### M3 wires, run 1

Drawn at 3 px/um. Cells faint in the background.
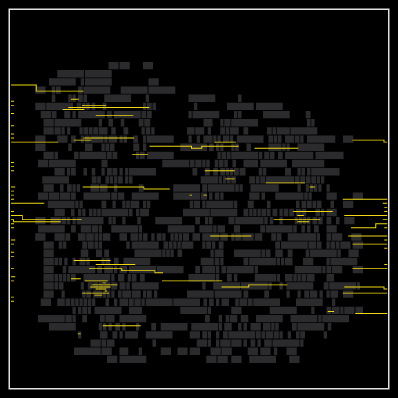
### Clock wires, drivers and flops, run 1

Drawn at 4 px/um.
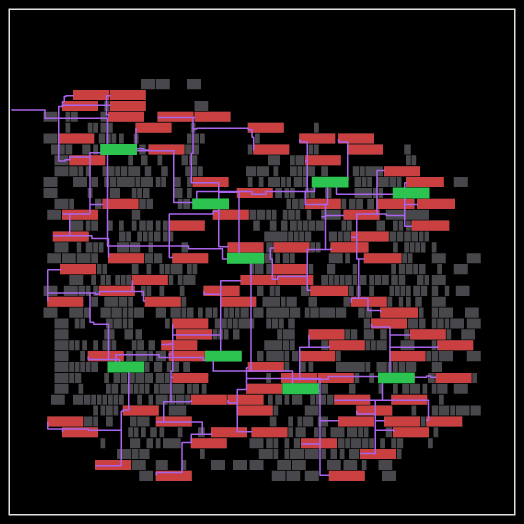
### Clock routing, run 1

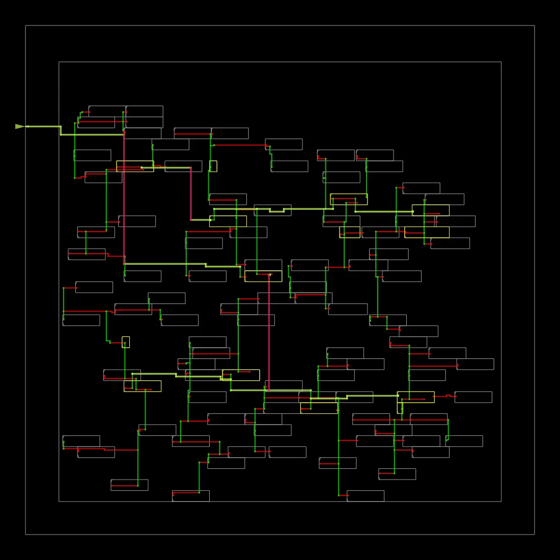
### Wires at chosen ports, followed through buffers, run 1

Drawn at 4 px/um.
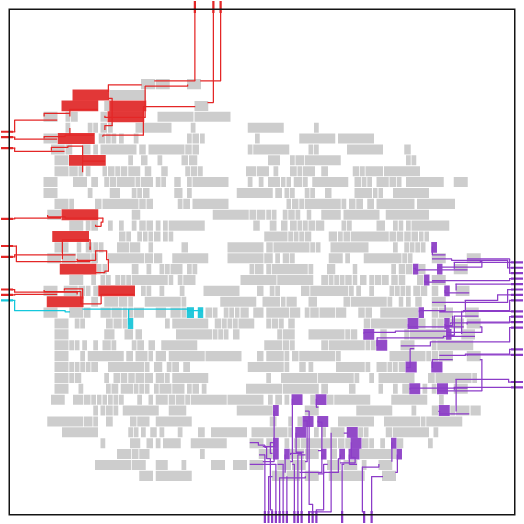
$ cat src/rtl/mem_dump_pkg.sv
// Shared definitions for the memory read-back UART transmitter:
// the FSM state encoding, the UART frame length and word/byte sizing.
package mem_dump_pkg;

  typedef enum logic [2:0] {
    ST_IDLE,
    ST_ISSUE,
    ST_CAPTURE,
    ST_SEND,
    ST_NEXT,
    ST_FINISH
  } dump_state_t;

  localparam int UART_FRAME_BITS   = 10;
  localparam int DEFAULT_DATA_SIZE = 32;
  localparam int BYTES_PER_WORD    = DEFAULT_DATA_SIZE / 8;

  function automatic int bytes_per_word(input int data_size);
    return data_size / 8;
  endfunction

endpackage

$ cat src/rtl/uart_tx_byte.sv
// 8N1 byte serializer. byte_ready is also high in the last stop-bit cycle
// so a waiting byte starts its start bit with no idle gap.
module uart_tx_byte
  import mem_dump_pkg::*;
#(
  parameter int CLKS_PER_BIT = 868
) (
  input  logic       sys_clk,
  input  logic       resetn,
  input  logic       byte_valid,
  input  logic [7:0] byte_data,
  output logic       byte_ready,
  output logic       tx
);

  localparam int                BAUD_W    = (CLKS_PER_BIT > 1) ? $clog2(CLKS_PER_BIT) : 1;
  localparam logic [BAUD_W-1:0] BAUD_LAST = BAUD_W'(CLKS_PER_BIT - 1);
  localparam logic [3:0]        BIT_LAST  = 4'(UART_FRAME_BITS - 1);

  logic              active;
  logic [3:0]        bit_cnt;
  logic [BAUD_W-1:0] baud_cnt;
  logic [8:0]        shift;
  logic              last_cycle;

  assign last_cycle = active && (bit_cnt == BIT_LAST) && (baud_cnt == BAUD_LAST);
  assign byte_ready = !active || last_cycle;

  // NOTE: sequential state uses non-blocking assignments so every register
  // samples pre-edge values and the block behaves like real flops.
  always_ff @(posedge sys_clk or negedge resetn) begin
    if (!resetn) begin
      active   <= 1'b0;
      bit_cnt  <= '0;
      baud_cnt <= '0;
      shift    <= 9'h1ff;
      tx       <= 1'b1;
    end else if (byte_valid && byte_ready) begin
      // Stop bit rides in the top of the shift register behind the data.
      active   <= 1'b1;
      bit_cnt  <= '0;
      baud_cnt <= '0;
      shift    <= {1'b1, byte_data};
      tx       <= 1'b0;
    end else if (active) begin
      if (baud_cnt == BAUD_LAST) begin
        baud_cnt <= '0;
        if (bit_cnt == BIT_LAST) begin
          active  <= 1'b0;
          bit_cnt <= '0;
          tx      <= 1'b1;
        end else begin
          bit_cnt <= bit_cnt + 4'd1;
          tx      <= shift[0];
          shift   <= {1'b1, shift[8:1]};
        end
      end else begin
        baud_cnt <= baud_cnt + BAUD_W'(1);
      end
    end
  end

endmodule

$ cat src/rtl/mem_dump_tx.sv
// Walks an address range of a synchronous-read memory and sends each word
// off-chip as DATA_SIZE/8 UART bytes, most significant byte first.
module mem_dump_tx
  import mem_dump_pkg::*;
#(
  parameter int DATA_SIZE    = 32,
  parameter int ADRS_WIDTH   = 11,
  parameter int CLKS_PER_BIT = 868
) (
  input  logic                  sys_clk,
  input  logic                  resetn,
  input  logic                  start,
  input  logic [ADRS_WIDTH-1:0] base_adrs,
  input  logic [ADRS_WIDTH:0]   word_count,
  output logic [ADRS_WIDTH-1:0] rd_adrs,
  output logic                  rd_en,
  input  logic [DATA_SIZE-1:0]  rd_data,
  output logic                  tx,
  output logic                  busy,
  output logic                  done
);

  localparam int               BYTES    = bytes_per_word(DATA_SIZE);
  localparam int               IDX_W    = $clog2(BYTES + 1);
  localparam logic [IDX_W-1:0] IDX_LAST = IDX_W'(BYTES);

  dump_state_t           state;
  logic [ADRS_WIDTH-1:0] adrs_cnt;
  logic [ADRS_WIDTH:0]   remaining;
  logic [DATA_SIZE-1:0]  word;
  logic [IDX_W-1:0]      byte_idx;

  logic       byte_valid;
  logic       byte_ready;
  logic [7:0] byte_data;
  logic       handshake;

  // Byte 0 is handed over straight from rd_data during CAPTURE, so the first
  // start bit follows CAPTURE with no extra idle cycle on the line.
  // NOTE: defaults come first so every path assigns and no latch is inferred.
  always_comb begin
    byte_valid = 1'b0;
    byte_data  = word[DATA_SIZE-1 -: 8];
    case (state)
      ST_CAPTURE: begin
        byte_valid = 1'b1;
        byte_data  = rd_data[DATA_SIZE-1 -: 8];
      end
      ST_SEND:  byte_valid = (byte_idx != IDX_LAST);
      default:  byte_valid = 1'b0;
    endcase
  end

  assign handshake = byte_valid && byte_ready;

  always_ff @(posedge sys_clk or negedge resetn) begin
    if (!resetn) begin
      state     <= ST_IDLE;
      adrs_cnt  <= '0;
      remaining <= '0;
      word      <= '0;
      byte_idx  <= '0;
      rd_adrs   <= '0;
      rd_en     <= 1'b0;
      busy      <= 1'b0;
      done      <= 1'b0;
    end else begin
      rd_en <= 1'b0;
      done  <= 1'b0;
      case (state)
        ST_IDLE: begin
          if (start) begin
            adrs_cnt  <= base_adrs;
            remaining <= word_count;
            busy      <= 1'b1;
            if (word_count == '0) begin
              state <= ST_FINISH;
            end else begin
              state   <= ST_ISSUE;
              rd_en   <= 1'b1;
              rd_adrs <= base_adrs;
            end
          end
        end
        ST_ISSUE: state <= ST_CAPTURE;
        ST_CAPTURE: begin
          word     <= rd_data << 8;
          byte_idx <= IDX_W'(1);
          state    <= ST_SEND;
        end
        ST_SEND: begin
          if (handshake) begin
            word     <= word << 8;
            byte_idx <= byte_idx + IDX_W'(1);
          end else if ((byte_idx == IDX_LAST) && byte_ready) begin
            // Last byte is in its final stop-bit cycle.
            state <= ST_NEXT;
          end
        end
        ST_NEXT: begin
          adrs_cnt  <= adrs_cnt + ADRS_WIDTH'(1);
          remaining <= remaining - (ADRS_WIDTH + 1)'(1);
          if (remaining == (ADRS_WIDTH + 1)'(1)) begin
            state <= ST_FINISH;
          end else begin
            state   <= ST_ISSUE;
            rd_en   <= 1'b1;
            rd_adrs <= adrs_cnt + ADRS_WIDTH'(1);
          end
        end
        ST_FINISH: begin
          done  <= 1'b1;
          busy  <= 1'b0;
          state <= ST_IDLE;
        end
        default: state <= ST_IDLE;
      endcase
    end
  end

  uart_tx_byte #(
    .CLKS_PER_BIT(CLKS_PER_BIT)
  ) u_uart_tx_byte (
    .sys_clk   (sys_clk),
    .resetn    (resetn),
    .byte_valid(byte_valid),
    .byte_data (byte_data),
    .byte_ready(byte_ready),
    .tx        (tx)
  );

endmodule

$ cat config.mk
export PLATFORM = sky130hd
export DESIGN_NAME = mem_dump_tx
export DESIGN_NICKNAME = d
export VERILOG_FILES = /design/src/rtl/mem_dump_pkg.sv /design/src/rtl/uart_tx_byte.sv /design/src/rtl/mem_dump_tx.sv
export SDC_FILE = /design/constraint.sdc
export NUM_CORES = 1
export LEC_CHECK = 0
export ABC_AREA = 1
export CORE_MARGIN = 8
export CORE_UTILIZATION = 40
export CTS_CLUSTER_DIAMETER = 60
export DETAILED_ROUTE_END_ITERATION = 10
export GPL_TIMING_DRIVEN = 1
export MAX_ROUTING_LAYER = met4
export PLACE_DENSITY = 0.73
export SYNTH_ARGS = -nofsm -noshare
export SYNTH_HDL_FRONTEND = slang
export SYNTH_SLANG_ARGS = --single-unit
$ cat constraint.sdc
create_clock -name sys_clk -period 3.01 [get_ports sys_clk]
set_input_delay 0.903 -clock sys_clk [delete_from_list [all_inputs] [get_ports sys_clk]]
set_output_delay 0.903 -clock sys_clk [all_outputs]
set_load 0.02 [all_outputs]
==> flow report, run 1 <==
FINAL TIMING
--------------------------------------------------------------------------------
Post-Route Hold Slack                                                   0.466 ns
Fraction of the cycle the final worst path needs                           79.5%
RSZ-0062 raised after global routing                                          no
Headroom to the max-slew limit                                             69.3%
Maximum operating frequency                                              418 MHz
Slew Limit Fails                                                               0
Final critical-path required period                                      2.39 ns
Summed negative setup slack over all endpoints                              0 ns
Endpoints failing hold                                                         0
Fin worst setup slack                                                   0.618 ns
Setup-violating endpoint count in the final report                             0

CLOCK TREE
--------------------------------------------------------------------------------
Number of H-tree levels                                                        3
Inserted Clock Buffers                                                         9
Post-CTS setup buffers                                                         0
Worst-case clock buffer depth                                                  2
Post-cts sizing count                                                          0

DIE
--------------------------------------------------------------------------------
Standard-cell rows                                                            40
Die span in x                                                             126 um
Fraction of the core area occupied by cells at floorplan                   40.6%
Core Box Area                                                          11900 um2
Overall die height                                                        126 um
Inserted tap cell count                                                      147

WORST SETUP PATH
--------------------------------------------------------------------------------
Start of the worst register-to-register path                        u_uart_tx_byte.bit_cnt[1]
Internal reg-to-reg setup slack                                          0.62 ns
Launch point of the worst path                                      u_uart_tx_byte.bit_cnt[1]
Max FO, Critical Path                                                         29
FF-to-FF End                                                            word[30]

PLACE
--------------------------------------------------------------------------------
Post-Place Cell Area                                                    5720 um2
Final estimated routing congestion in global placement                     0.908
Count of placed standard cells including taps                                825

POWER
--------------------------------------------------------------------------------
Peak ir drop on the vdd network                                           309 uV
Leakage component of the power                                           2.75 nW
Overall power                                                            2.57 mW

FINISH
--------------------------------------------------------------------------------
Most common logic cells in the final layout                         165 x nand2_1, 82 x dfrtp_1, 71 x clkdlybuf4s50_1
Fin nets                                                                     755
#MultiIn Comb                                                                435
Final Instance Count excl. Fillers                                           839
Most frequent logic cell in the layout                                   nand2_1
Final sequential cell count                                                   91
Area used by sequential logic in the layout                             2290 um2
Multi-input logic area                                                  2180 um2
Number of inserted filler cells in the final layout                         1094
Non-Clock Inverter Count                                                      70
Ratio of cells with drive above 1 in the final layout                      7.37%
Final antenna diode count                                                      0
Fraction of area in registers                                              38.1%

GRT
--------------------------------------------------------------------------------
Total congestion overflow after global routing                                 0
Number of antenna violations at the first check in global routing              0
GR Util met1                                                               19.8%
First-pass GRT wire length                                              19900 um
Vias in the first global route                                              4226
Overall Global Routing Usage                                               15.5%

ROUTING
--------------------------------------------------------------------------------
Met3 layer wire length in the routed design                               633 um
Routed vias                                                                 4298
Wire per inst                                                            13.8 um
Violation tally from detailed-route iteration zero                           291
Number of remaining DRC errors                                                 0
Number of antenna-violating nets in the routed design                          0
Post-detailed-route via-to-cell ratio                                       5.12

LOGIC SYNTHESIS
--------------------------------------------------------------------------------
Sequential element share of the synthesized area                           47.3%
Synthesized Nets                                                             684
Top post-synthesis cells by count                                   165 x nand2_1, 82 x dfrtp_1, 67 x inv_1
Top cell type by instance count after synthesis                          nand2_1
Gate count of the mapped netlist                                             618
Count of synthesis-stage warnings from yosys                                   0
Main area contributors                                              dfrtp_1 42%, nand2_1 13%, o21ai_0 6.6%
Unique cell type count in the Yosys netlist                                   40
Chip area estimate from yosys synthesis                                 4840 um2
Post-Synthesis Cell Area                                                4840 um2
Synthesized flop and latch total                                              91
EDFF count, synth                                                              0

JOB
--------------------------------------------------------------------------------
Max capacitance violation total                                                0
Total tool warning count                                                      29

OUTCOME
--------------------------------------------------------------------------------
Status                                                              finished clean

Notes on 'M3 wires' above:
longest straight run: 26.7 um
nets with wire on the layer: 76
met3 track demand over resource: 4.26%
detailed-route wire length: 11600 um

Notes on 'Clock wires, drivers and flops' above:
[green] cells driving clock nets | count: 9
[purple] clock wires | length: 1180 um
[red] flip-flops | count: 91
routed clock nets: 10
clock-net power: 1.10 mW
clock power share: 42.7%

Notes on 'Clock routing' above:
Clock Sinks: 91
clock buffers: 11
insertion delay to the later sink of the worst-skew pair: 0.34 ns
worst clock skew: 0.00582 ns

Notes on 'Wires at chosen ports, followed through buffers' above:
[cyan] `start` | bits: 1 | direction: input | edge: left | end cells: 3 | wire: 52.2 um
[purple] `rd_data` | bits: 32 | direction: input | edge: 16 bottom, 16 right | end cells: 32 | wire: 873 um
[red] `rd_adrs` | bits: 11 | direction: output | edge: 8 left, 3 top | end cells: 11 | wire: 415 um
number of top-level pins: 73
count of port buffers added during placement: 72

[run 1: cells by family (layout without fill, tap and decap cells)]
family          count (synthesis)  in the layout  synth area share (%)
simple gates                  298            298                  26.3
flops                          91             91                  47.3
buf+inv                        92            166                  7.71
compound gates                117            117                  14.4
fa+ha+maj                       8              8                  2.07
xor+xnor                       12             12                  2.17
[run 1: worst max-delay path, stage by stage, from the launching register on]
cell and delay (ns):
dfrtp_1 0.41, inv_1 0.07, ha_1 0.13, nand2_1 0.05
nor2_1 0.27, nand4_1 0.14, nand2_1 0.37, nand2_4 0.07
nand2_2 0.35, buf_4 0.28, o211ai_1 0.10, o21ai_0 0.09
[run 1: worst min path at each step]
| stage | from | endpoint | slack (ns) | cells past startpoint |
|---|---|---|---|---|
| global placement | u_uart_tx_byte.shift[7] | u_uart_tx_byte.shift[7] | 0.45 | 2 |
| detailed placement | u_uart_tx_byte.shift[6] | u_uart_tx_byte.shift[6] | 0.46 | 2 |
| global route | resetn | word[19] | 0.48 | 1 |
| finish | resetn | word[19] | 0.47 | 1 |
| CTS | resetn | word[19] | 0.47 | 1 |
| floorplan | u_uart_tx_byte.shift[7] | u_uart_tx_byte.shift[7] | 0.44 | 2 |
[run 1: report_power, final]
part	internal (mW)	total, mW	switching (mW)
clock	0.654	1.10	0.445
sequential	1.26	1.28	0.0181
combinational	0.103	0.195	0.0924
[run 1: sequential cells by signal (all words and copies together) (netlist names)]
signal / cells
adrs_cnt: 11
busy: 1
byte_idx: 3
done: 1
rd_adrs: 11
rd_en: 1
remaining: 12
state: 3
u_uart_tx_byte.active: 1
u_uart_tx_byte.baud_cnt: 10
u_uart_tx_byte.bit_cnt: 4
u_uart_tx_byte.shift: 8
u_uart_tx_byte.tx: 1
word: 24
==> run 2: changes to the inputs <==
- clock period: 3.01 -> 2.3 ns (I/O delays scaled with it)
==> run 2 against run 1 <==
- clock power grew 36%
- critical path depth is 10 lower
- cell count grew 1.1%
- clock skew down 0.0015 ns
- worst hold slack lost 0.15 ns
- synthesized cell count stayed put
- non-clock buffer count increased by 7
- critical path type is now register to output port
- critical endpoint is now tx
- largest cell class unchanged
- highest routed layer unchanged
==> flow report, run 2 <==
WORST SETUP PATH
--------------------------------------------------------------------------------
R2R depth                                                                     10
Start of the worst register-to-register path                         byte_idx[0]
Cell-by-cell trace of the critical path                             clkdlybuf4s50_1
Master of the slowest instance on the critical path                 clkdlybuf4s50_1
Number of cells on the critical path                                           1   -10
Biggest cell delay along the critical path                               0.60 ns   +0.19 ns
Launch point of the worst path                                      u_uart_tx_byte.tx
Max FO, Critical Path                                                          2   -93%
Internal reg-to-reg setup slack                                          0.25 ns   -0.37 ns
Cell family contributing the most delay on the critical path        buffers and inverters
FF-to-FF End                                                            word[17]

FINAL TIMING
--------------------------------------------------------------------------------
Maximum operating frequency                                              464 MHz
Headroom to the max-slew limit                                             64.8%   -4.5 points
Worst clock skew                                                      0.00437 ns   -0.00145 ns
Setup-violating endpoint count in the final report                             0   unchanged
Summed negative setup slack over all endpoints                              0 ns   unchanged
Endpoints failing hold                                                         0   unchanged
Slew Limit Fails                                                               0   unchanged
Fraction of the cycle the final worst path needs                           93.7%
RSZ-0062 raised after global routing                                          no

CLOCK TREE
--------------------------------------------------------------------------------
Worst-case clock buffer depth                                                  2   unchanged
Post-cts sizing count                                                          0   unchanged
Clock Sinks                                                                   91   unchanged
Number of H-tree levels                                                        3   unchanged
Inserted Clock Buffers                                                         9   unchanged
Post-CTS setup buffers                                                         0   unchanged

FINISH
--------------------------------------------------------------------------------
Ratio of cells with drive above 1 in the final layout                      8.70%   +1.3 points
Fin nets                                                                     762   +0.93%
Final antenna diode count                                                      0   unchanged
Area used by sequential logic in the layout                             2290 um2   unchanged
Most frequent logic cell in the layout                                   nand2_1
Number of inserted filler cells in the final layout                         1125   +2.8%
Most common logic cells in the final layout                         165 x nand2_1, 82 x dfrtp_1, 71 x clkdlybuf4s50_1
Registers with the most flip-flops                                  word x24, remaining x12
Largest register by flop count                                              word

POWER
--------------------------------------------------------------------------------
Overall power                                                            3.43 mW   +33%
Internal portion of total power                                          2.66 mW   +32%
Sequential share of power                                                  48.7%   -1.0 points
Relative contribution of combinational cells to total power                 7.5%   about the same
Peak ir drop on the vdd network                                           261 uV   -15%
Share of total power consumed by net switching                             22.6%   +0.99 points
Power spent charging and discharging nets                               0.775 mW   +40%
Leakage component of the power                                           2.80 nW   +1.9%

LOGIC SYNTHESIS
--------------------------------------------------------------------------------
Top non-seq family                                                  simple AND/OR/NAND/NOR gates
Synthesized flop and latch total                                              91   unchanged
Post-Synthesis Cell Area                                                4840 um2   unchanged
EDFF count, synth                                                              0   unchanged
Gate count of the mapped netlist                                             618   unchanged
Sequential element share of the synthesized area                           47.3%   unchanged
Unique cell type count in the Yosys netlist                                   40   unchanged
Synth Area in XOR/XNOR                                                     2.17%   unchanged
Adder-cell area share of the yosys netlist                                 2.07%   unchanged
Complex Gates by Area                                                      14.4%   unchanged
Area fraction in mux cells                                                    0%   unchanged
Top post-synthesis cells by count                                   165 x nand2_1, 82 x dfrtp_1, 67 x inv_1
Main area contributors                                              dfrtp_1 42%, nand2_1 13%, o21ai_0 6.6%
Yosys top cell by area                                                   dfrtp_1
Chip area estimate from yosys synthesis                                 4840 um2   unchanged
And+or+nand+nor area frac                                                  26.3%   unchanged

ROUTING
--------------------------------------------------------------------------------
Routed vias                                                                 4321   +0.54%
Number of antenna-violating nets in the routed design                          0   unchanged
Number of remaining DRC errors                                                 0   unchanged
Post-detailed-route via-to-cell ratio                                       5.10   -0.53%
Violation tally from detailed-route iteration zero                           238   -18%
Wire per inst                                                            13.8 um   about the same
Detailed-route wire length                                              11700 um   +0.99%

DIE
--------------------------------------------------------------------------------
Number of top-level pins                                                      73   unchanged
Core Box Area                                                          11900 um2   unchanged
Overall die height                                                        126 um   unchanged
Die span in x                                                             126 um   unchanged
Standard-cell rows                                                            40   unchanged

GRT
--------------------------------------------------------------------------------
Total congestion overflow after global routing                                 0   unchanged
First-pass GRT wire length                                              19600 um   -1.8%
Maximum number of pins on one net before global-route repair                  41
Overall Global Routing Usage                                               15.2%   -0.29 points
Number of antenna violations at the first check in global routing              0   unchanged

JOB
--------------------------------------------------------------------------------
Total tool warning count                                                      29   unchanged

OUTCOME
--------------------------------------------------------------------------------
Status                                                              finished clean

PLACE
--------------------------------------------------------------------------------
Final estimated routing congestion in global placement                     0.893   -1.6%

run 2: cell counts after synthesis:
No cell type changed its count.
run 2: per-layer routing:
| layer | up-vias | part of all wire [%] | GRT usage (%) |
|---|---|---|---|
| met5 | - | 0 | - |
| met4 | 0 | 1.0 | 4.81 |
| met3 | 7 | 5.5 | 3.38 |
| met2 | 123 | 46 | 23.9 |
| met1 | 2007 | 48 | 19.2 |
| li1 | 2184 | - | - |
run 2: power by group through the flow:
| stage | combinational, mW | clock (mW) | sequential [mW] |
|---|---|---|---|
| final | 0.258 | 1.50 | 1.67 |
| after global placement | 0.256 | 0 | 1.70 |
| after CTS | 0.263 | 1.53 | 1.67 |
| after global routing | 0.288 | 1.60 | 1.68 |
| after floorplan | 0.0908 | 0 | 1.70 |
| after detailed placement | 0.260 | 0 | 1.70 |
run 2: kinds of logic after synthesis:
family | count (synthesis)
DFF | 91
and+or+nand+nor | 298
adders and majority gates | 8
AOI/OAI and AO/OA | 117
xor gates and xnor gates | 12
buffers and inverters | 92
run 2: per-stage QoR:
stage          instance area (um2)  utilization (%)  cells  worst slack [ns]  hold slack, ns
6_report                      6110             51.3    848             0.146           0.320
5_1_grt                       6110             51.3    848            0.0615           0.363
4_1_cts                       6110             51.3    848             0.128           0.343
3_5_place_dp                  5810             48.8    832             0.105           0.461
3_3_place_gp                  5810             48.8    832             0.128           0.453
2_1_floorplan                 4840                -    618             0.618           0.394
run 2: layout make-up:
type / count / area share, %
tap: 147 / 3.01
clock buffer: 10 / 3.91
timing repair buffer: 89 / 14.7
inverter: 70 / 4.34
clock inverter: 6 / 1.06
sequential: 91 / 37.4
multi-input combinational: 435 / 35.6
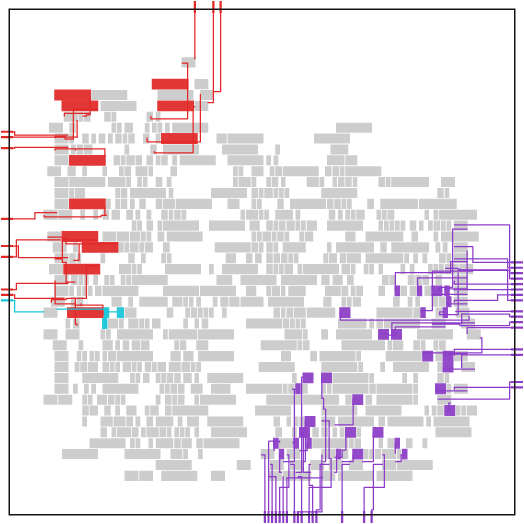
*Wires at chosen ports, followed through buffers, run 2*
Drawn at 4 px/um.
[red] `rd_adrs` | bits: 11 | direction: output | edge: 8 left, 3 top | end cells: 11 | wire: 421 um
[cyan] `start` | bits: 1 | direction: input | edge: left | end cells: 3 | wire: 30.2 um
[purple] `rd_data` | bits: 32 | direction: input | edge: 16 bottom, 16 right | end cells: 32 | wire: 943 um

Power figures rest on the tool's default switching activity, not on a simulated workload.
